[config.mk]
export PLATFORM = sky130hd
export DESIGN_NAME = dcache_responder_flat
export DESIGN_NICKNAME = d
export VERILOG_FILES = /design/src/rtl/dcache_responder_if.sv /design/src/rtl/dcache_responder.sv /design/src/flat_wrapper.sv
export SDC_FILE = /design/constraint.sdc
export NUM_CORES = 2
export LEC_CHECK = 0
export CAP_MARGIN = 20
export CORE_MARGIN = 1.5
export CORE_UTILIZATION = 60
export CTS_CLUSTER_DIAMETER = 50
export DETAILED_ROUTE_END_ITERATION = 10
export PLACE_DENSITY = 0.9
export SETUP_SLACK_MARGIN = 0.5
export SYNTH_ARGS = -nofsm -noshare
export SYNTH_HDL_FRONTEND = slang
export SYNTH_SLANG_ARGS = --single-unit
[constraint.sdc]
create_clock -name CLK -period 10 [get_ports CLK]
set_clock_uncertainty 0.2 [all_clocks]
set_input_delay 2 -clock CLK [delete_from_list [all_inputs] [get_ports CLK]]
set_output_delay 2 -clock CLK [all_outputs]
set_load 0.03 [all_outputs]
[src/rtl/dcache_responder_if.sv]
// Datapath/memory-side signal bundle for dcache_responder; slave = cache view, master = driver/environment view.
interface dcache_responder_if;
  logic        dmemREN;
  logic        dmemWEN;
  logic [31:0] dmemaddr;
  logic [31:0] dmemstore;
  logic        halt;
  logic        dhit;
  logic [31:0] dmemload;
  logic        flushed;
  logic        dREN;
  logic        dWEN;
  logic [31:0] daddr;
  logic [31:0] dstore;
  logic        dwait;
  logic [31:0] dload;

  modport slave (
    input  dmemREN, dmemWEN, dmemaddr, dmemstore, halt, dwait, dload,
    output dhit, dmemload, flushed, dREN, dWEN, daddr, dstore
  );

  modport master (
    output dmemREN, dmemWEN, dmemaddr, dmemstore, halt, dwait, dload,
    input  dhit, dmemload, flushed, dREN, dWEN, daddr, dstore
  );
endinterface

[src/rtl/dcache_responder.sv]
// Direct-mapped write-back D-cache: hits answer same cycle, misses take 1+WB+FETCH cycles, all stalls on dwait.
// On halt, dirty lines are flushed in index order; DCACHE_STATS_EN adds a final hits-minus-misses write.
module dcache_responder #(
  parameter int          SETS       = 16,
  parameter int          IDX_W      = $clog2(SETS),
  parameter logic [31:0] STATS_ADDR = 32'h0000_3100
) (
  input logic               CLK,
  input logic               nRST,
  dcache_responder_if.slave dif
);

  localparam int               TAG_W    = 32 - IDX_W - 2;
  localparam logic [IDX_W-1:0] LAST_IDX = IDX_W'(SETS - 1);

  typedef enum logic [2:0] {IDLE, WB, FETCH, FLUSH, STATS, HALTED} state_t;

  state_t state, next_state;

  logic [SETS-1:0]  valid;
  logic [SETS-1:0]  dirty;
  logic [TAG_W-1:0] tag_q  [SETS];
  logic [31:0]      data_q [SETS];

  logic [TAG_W-1:0] miss_tag;
  logic [IDX_W-1:0] miss_idx;
  logic [IDX_W-1:0] flush_idx;

  logic             req;
  logic             req_wr;
  logic [TAG_W-1:0] req_tag;
  logic [IDX_W-1:0] req_idx;
  logic             hit;
  logic             serve;
  logic             do_hit;
  logic             victim_dirty;
  logic             flush_dirty;
  logic             miss_start;

  assign req          = dif.dmemREN | dif.dmemWEN;
  assign req_wr       = dif.dmemWEN;
  assign req_tag      = dif.dmemaddr[31:IDX_W+2];
  assign req_idx      = dif.dmemaddr[IDX_W+1:2];
  assign hit          = valid[req_idx] && (tag_q[req_idx] == req_tag);
  // halt wins over any request, so a halted datapath never sees a hit
  assign serve        = (state == IDLE) && !dif.halt && req;
  assign do_hit       = serve && hit;
  assign victim_dirty = valid[req_idx] & dirty[req_idx];
  assign flush_dirty  = valid[flush_idx] & dirty[flush_idx];
  assign miss_start   = serve && !hit;

  logic unused_ok;
  assign unused_ok = ^dif.dmemaddr[1:0];

  always_ff @(posedge CLK) begin
    if (!nRST) state <= IDLE;
    else       state <= next_state;
  end

  always_comb begin
    next_state = state;
    case (state)
      IDLE: begin
        if (dif.halt)       next_state = FLUSH;
        else if (miss_start) next_state = victim_dirty ? WB : FETCH;
      end
      WB:     if (!dif.dwait) next_state = FETCH;
      FETCH:  if (!dif.dwait) next_state = IDLE;
      FLUSH: begin
        if ((!flush_dirty || !dif.dwait) && (flush_idx == LAST_IDX)) begin
`ifdef DCACHE_STATS_EN
          next_state = STATS;
`else
          next_state = HALTED;
`endif
        end
      end
      STATS:  if (!dif.dwait) next_state = HALTED;
      HALTED: next_state = HALTED;
      default: next_state = IDLE;
    endcase
  end

`ifdef DCACHE_STATS_EN
  logic [31:0] hits;
  logic [31:0] misses;

  always_ff @(posedge CLK) begin
    if (!nRST) begin
      hits   <= '0;
      misses <= '0;
    end else begin
      if (do_hit)     hits   <= hits + 32'd1;
      if (miss_start) misses <= misses + 32'd1;
    end
  end
`else
  logic [31:0] unused_stats_addr;
  assign unused_stats_addr = STATS_ADDR;
`endif

  always_comb begin
    dif.dhit     = 1'b0;
    dif.dmemload = '0;
    dif.dREN     = 1'b0;
    dif.dWEN     = 1'b0;
    dif.daddr    = '0;
    dif.dstore   = '0;
    dif.flushed  = 1'b0;
    case (state)
      IDLE: begin
        if (do_hit) begin
          dif.dhit = 1'b1;
          if (!req_wr) dif.dmemload = data_q[req_idx];
        end
      end
      WB: begin
        dif.dWEN   = 1'b1;
        dif.daddr  = {tag_q[miss_idx], miss_idx, 2'b00};
        dif.dstore = data_q[miss_idx];
      end
      FETCH: begin
        dif.dREN  = 1'b1;
        dif.daddr = {miss_tag, miss_idx, 2'b00};
      end
      FLUSH: begin
        if (flush_dirty) begin
          dif.dWEN   = 1'b1;
          dif.daddr  = {tag_q[flush_idx], flush_idx, 2'b00};
          dif.dstore = data_q[flush_idx];
        end
      end
      STATS: begin
`ifdef DCACHE_STATS_EN
        dif.dWEN   = 1'b1;
        dif.daddr  = STATS_ADDR;
        dif.dstore = hits - misses;
`endif
      end
      HALTED:  dif.flushed = 1'b1;
      default: ;
    endcase
  end

  always_ff @(posedge CLK) begin
    if (!nRST) begin
      valid     <= '0;
      dirty     <= '0;
      flush_idx <= '0;
      miss_tag  <= '0;
      miss_idx  <= '0;
    end else begin
      case (state)
        IDLE: begin
          if (do_hit && req_wr) begin
            data_q[req_idx] <= dif.dmemstore;
            dirty[req_idx]  <= 1'b1;
          end
          // the fill follows this latched address even if the request changes
          if (miss_start) begin
            miss_tag <= req_tag;
            miss_idx <= req_idx;
          end
        end
        WB: if (!dif.dwait) dirty[miss_idx] <= 1'b0;
        FETCH: begin
          if (!dif.dwait) begin
            valid[miss_idx]  <= 1'b1;
            dirty[miss_idx]  <= 1'b0;
            tag_q[miss_idx]  <= miss_tag;
            data_q[miss_idx] <= dif.dload;
          end
        end
        FLUSH: begin
          if (!flush_dirty || !dif.dwait) begin
            dirty[flush_idx] <= 1'b0;
            flush_idx        <= flush_idx + IDX_W'(1);
          end
        end
        default: ;
      endcase
    end
  end

endmodule

[src/flat_wrapper.sv]
// flat-port wrapper written by rule: the top's interface ports become plain ports
module dcache_responder_flat 
#(
  parameter int          SETS       = 16,
  parameter int          IDX_W      = $clog2(SETS),
  parameter logic [31:0] STATS_ADDR = 32'h0000_3100
)
  (CLK, nRST, dif_dmemREN, dif_dmemWEN, dif_dmemaddr, dif_dmemstore, dif_halt, dif_dwait, dif_dload, dif_dhit, dif_dmemload, dif_flushed, dif_dREN, dif_dWEN, dif_daddr, dif_dstore);
  dcache_responder_if dif_i ();
  input logic CLK;
  input logic nRST;
  input wire logic [$bits(dif_i.dmemREN)-1:0] dif_dmemREN;
  input wire logic [$bits(dif_i.dmemWEN)-1:0] dif_dmemWEN;
  input wire logic [$bits(dif_i.dmemaddr)-1:0] dif_dmemaddr;
  input wire logic [$bits(dif_i.dmemstore)-1:0] dif_dmemstore;
  input wire logic [$bits(dif_i.halt)-1:0] dif_halt;
  input wire logic [$bits(dif_i.dwait)-1:0] dif_dwait;
  input wire logic [$bits(dif_i.dload)-1:0] dif_dload;
  output wire logic [$bits(dif_i.dhit)-1:0] dif_dhit;
  output wire logic [$bits(dif_i.dmemload)-1:0] dif_dmemload;
  output wire logic [$bits(dif_i.flushed)-1:0] dif_flushed;
  output wire logic [$bits(dif_i.dREN)-1:0] dif_dREN;
  output wire logic [$bits(dif_i.dWEN)-1:0] dif_dWEN;
  output wire logic [$bits(dif_i.daddr)-1:0] dif_daddr;
  output wire logic [$bits(dif_i.dstore)-1:0] dif_dstore;
  assign dif_i.dmemREN = dif_dmemREN;
  assign dif_i.dmemWEN = dif_dmemWEN;
  assign dif_i.dmemaddr = dif_dmemaddr;
  assign dif_i.dmemstore = dif_dmemstore;
  assign dif_i.halt = dif_halt;
  assign dif_i.dwait = dif_dwait;
  assign dif_i.dload = dif_dload;
  assign dif_dhit = dif_i.dhit;
  assign dif_dmemload = dif_i.dmemload;
  assign dif_flushed = dif_i.flushed;
  assign dif_dREN = dif_i.dREN;
  assign dif_dWEN = dif_i.dWEN;
  assign dif_daddr = dif_i.daddr;
  assign dif_dstore = dif_i.dstore;
  dcache_responder #(.SETS(SETS), .IDX_W(IDX_W), .STATS_ADDR(STATS_ADDR)) u_core (.CLK(CLK), .nRST(nRST), .dif(dif_i));
endmodule
layer_met1.png
The bar under the picture is 100 um long. Supply wires on this layer in gray.
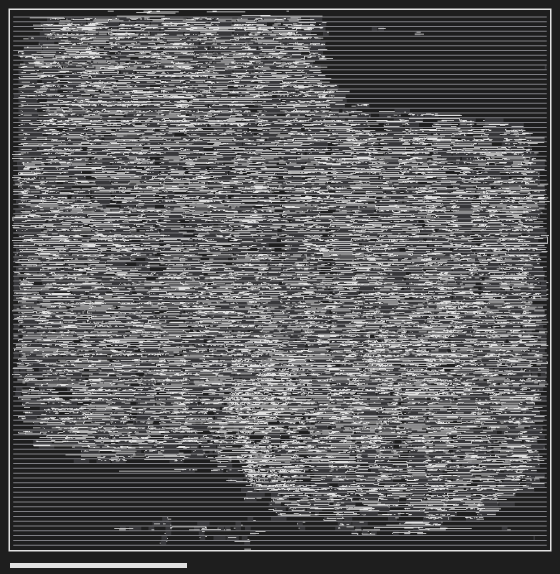
wire length on this layer: 51.4 mm
main direction: horizontal
share of all routed wire: 29%
nets with wire on the layer: 3033

congestion.png
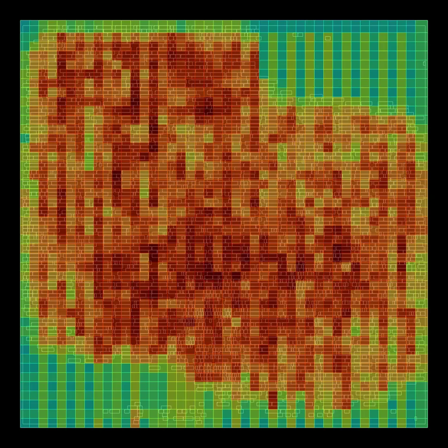
GRT Overall Usage: 38.64%
gr busiest metal: met2
GR met1 Demand/Resource: 46.70%

layer_met2.png
The bar under the picture is 100 um long.
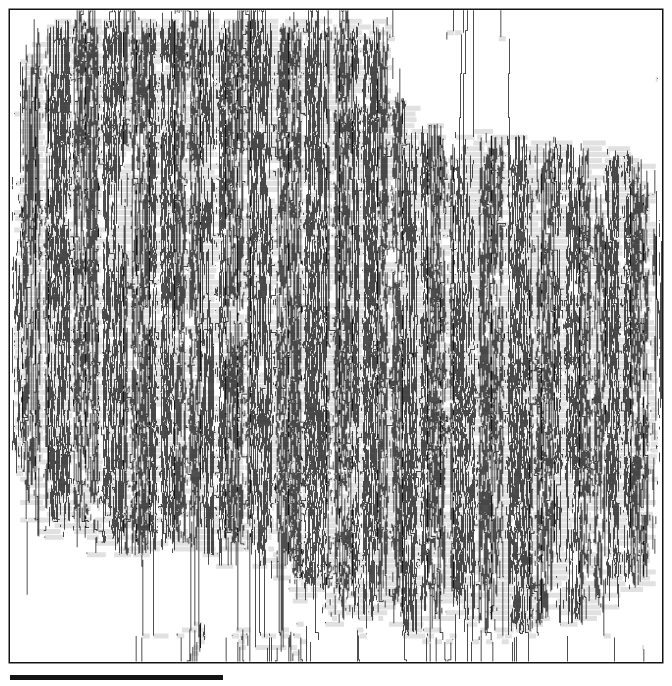
share of all routed wire: 48%
longest straight run: 98.9 um
wire length on this layer: 86.3 mm

==> impl_metrics.py <==
# Generated from Yosys and OpenROAD reports
metrics = {
    "run_status": {
        "outcome": "completed",
    },
    "cts": {
        "htree_levels": 3,
        "root_buffer": "clkbuf_16",
    },
    "logic_synthesis": {
        "ys_warn_count": 0,
        "simple_gate_share_pct": 3.581,
        "yosys_area_sq_um": 55030,
        "adder_share_pct": 0.09095,
        "ys_seq_share_pct": 53.44,
        "synthesis.area_sq_um": 55030,
        "area_leaders": "edfxtp_1, mux4_2, dfxtp_1",
    },
    "min_path": {
        "whs_path_depth": 1,
        "whs_endpoint": "u_core.valid[4]",
    },
    "setup_path": {
        "crit_arrival_ns": 7.02,
    },
    "placement": {
        "dp_hpwl_mm": 97.33,
    },
    "pwr": {
        "p_per_area_nw_per_um2": 181.1,
        "p_int_w": 0.008144,
        "p_switching_w": 0.003137,
        "p_leak_nw": 19.06,
    },
    "floorplan": {
        "die-area_sq_um": 93540,
    },
    "drt": {
        "drt_wl_total_mm": 179.1,
    },
    "global_route": {
        "grt_pass1_wl_mm": 259.9,
    },
    "sta": {
        "setup_viol": 0,
    },
    "layout": {
        "drive_above_1_share_pct": 38.95,
    },
}
sizes.png
The bar under the picture is 100 um long.
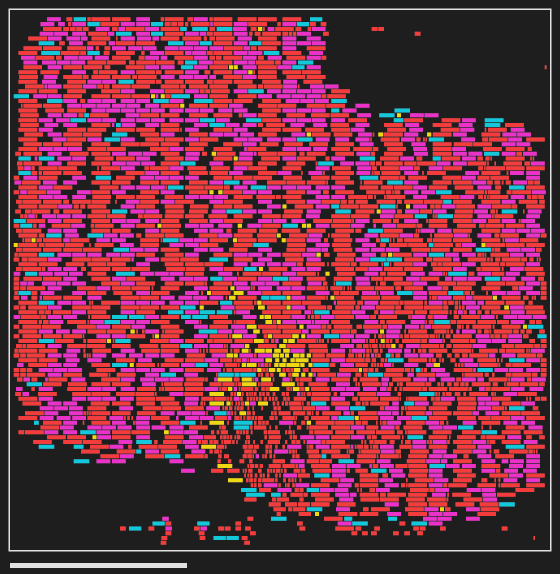
| size | color | cells | share |
|---|---|---|---|
| _6 and larger | cyan | 179 | 5.6% |
| _2 cells | magenta | 934 | 29% |
| _3 and _4 cells | yellow | 129 | 4.0% |
| _0 and _1 cells | red | 1947 | 61% |

detail.png
The bar under the picture is 10 um long. Window x 133 to 173, y 72 to 112 um. Cells in gray, sequential cells in the stronger gray; small squares are vias.
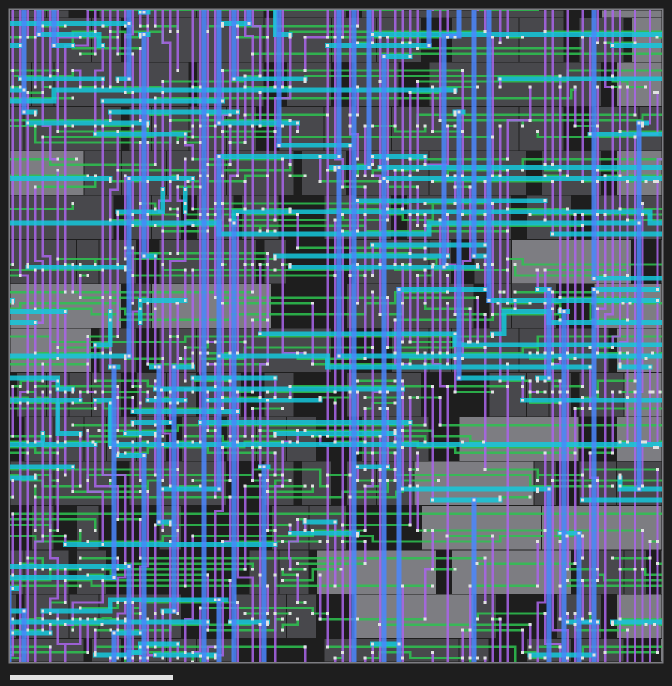
| layer | color |
|---|---|
| metal 4 | blue |
| metal 1 | green |
| metal 2 | purple |
| metal 3 | cyan |
cells with their middle in the window: 141
most frequent: buf_4 (17), a21oi_1 (14)
netlist names of flops here include: u_core.valid (5), u_core.dirty (4)
sequential cells in the window: 11

[synthesized netlist by cell type (8+ instances only)]
master,n
buf_2,27
a22o_1,25
mux4_2,837
nand4_1,17
nor2_1,72
o22ai_1,11
edfxtp_1,928
o21ai_0,37
a22oi_1,41
buf_4,12
clkbuf_1,165
nand2b_1,8
nand2_1,175
xor2_1,19
a21oi_1,61
mux2i_1,86
a21o_1,15
or2_2,9
inv_1,12
buf_1,63
mux2_2,59
and2_1,9
dfxtp_1,77
nor2b_1,43
xnor2_1,16
nand3_1,23
nor3_1,19
a31oi_1,11
[per-layer routing]
metal	share of wire, %	GRT usage (%)
met2	48	61.60
met4	8.2	25.48
met5	0.058	0.4134
met3	15	10.67
met1	29	46.70
[sequential cells by signal, summed over array words and instances (netlist names), named ones only]
name	flops
u_core.state	3
u_core.miss_idx	4
u_core.miss_tag	26
u_core.tag_q	416
u_core.dirty	16
u_core.flush_idx	4
u_core.data_q	512
u_core.valid	16
[through the flow]
stage | setup slack (ns) | cells | power, W | utilization [%] | area [sq um]
2_1_floorplan | 2.268 | 2979 | 0.006401 | - | 55030
3_3_place_gp | 1.228 | 4158 | 0.007011 | 64.77 | 58570
3_5_place_dp | 1.041 | 4158 | 0.007094 | 64.77 | 58570
4_1_cts | 0.9314 | 4364 | 0.01122 | 68.85 | 62260
5_1_grt | 0.6408 | 4365 | 0.01147 | 68.88 | 62280
6_report | 0.7828 | 4366 | 0.01128 | 68.88 | 62280
[how the worst max path moves through the flow]
stage / startpoint / end / slack [ns] / cells after the start
after floorplan: dif_dmemaddr[2] / u_core.data_q[8][0] / 2.27 / 12
after global placement: dif_dmemaddr[3] / dif_dmemload[25] / 1.23 / 13
after detailed placement: dif_dmemaddr[3] / dif_dmemload[26] / 1.04 / 13
after CTS: dif_dmemaddr[2] / dif_dmemload[26] / 0.93 / 13
after global routing: dif_dmemaddr[3] / dif_dmemload[26] / 0.64 / 12
final: dif_dmemaddr[3] / dif_dmemload[26] / 0.78 / 13
[worst max-delay path, cell delays in order]
cell and delay (ns):
buf_8 0.40, buf_12 0.43, mux4_2 0.56, mux2i_1 0.22
xor2_1 0.21, nand3_1 0.19, a22oi_1 0.44, nand3_1 0.18
nor4_2 0.63, nand3b_1 0.17, buf_4 0.31, nor2b_1 0.24
clkdlybuf4s50_1 0.72
[power by group through the flow]
stage	combinational, W	clock, W	sequential (W)
5_1_grt	0.00222	0.00431	0.00494
6_report	0.00216	0.00418	0.00494
4_1_cts	0.00212	0.00417	0.00493
3_5_place_dp	0.00208	0	0.00501
3_3_place_gp	0.00202	0	0.00499
2_1_floorplan	0.00150	0	0.00490
[cell families after synthesis]
group           Yosys count
flops                  1005
mux                     982
simple gates            411
buf+inv                 287
compound gates          253
xor+xnor                 35
fa+ha+maj                 4
other cells               1
[cell type report]
class / count / area, sq um
flip-flops and latches: 1005 / 29440
fillers: 5132 / 28140
multi-input cells: 1687 / 24730
clock buffers: 135 / 2938
repair buffers: 276 / 2890
well taps: 1176 / 1471
clock inverters: 71 / 753.2
inverters: 15 / 57.56
diodes: 1 / 2.502
Power and IR drop assume default switching activity.
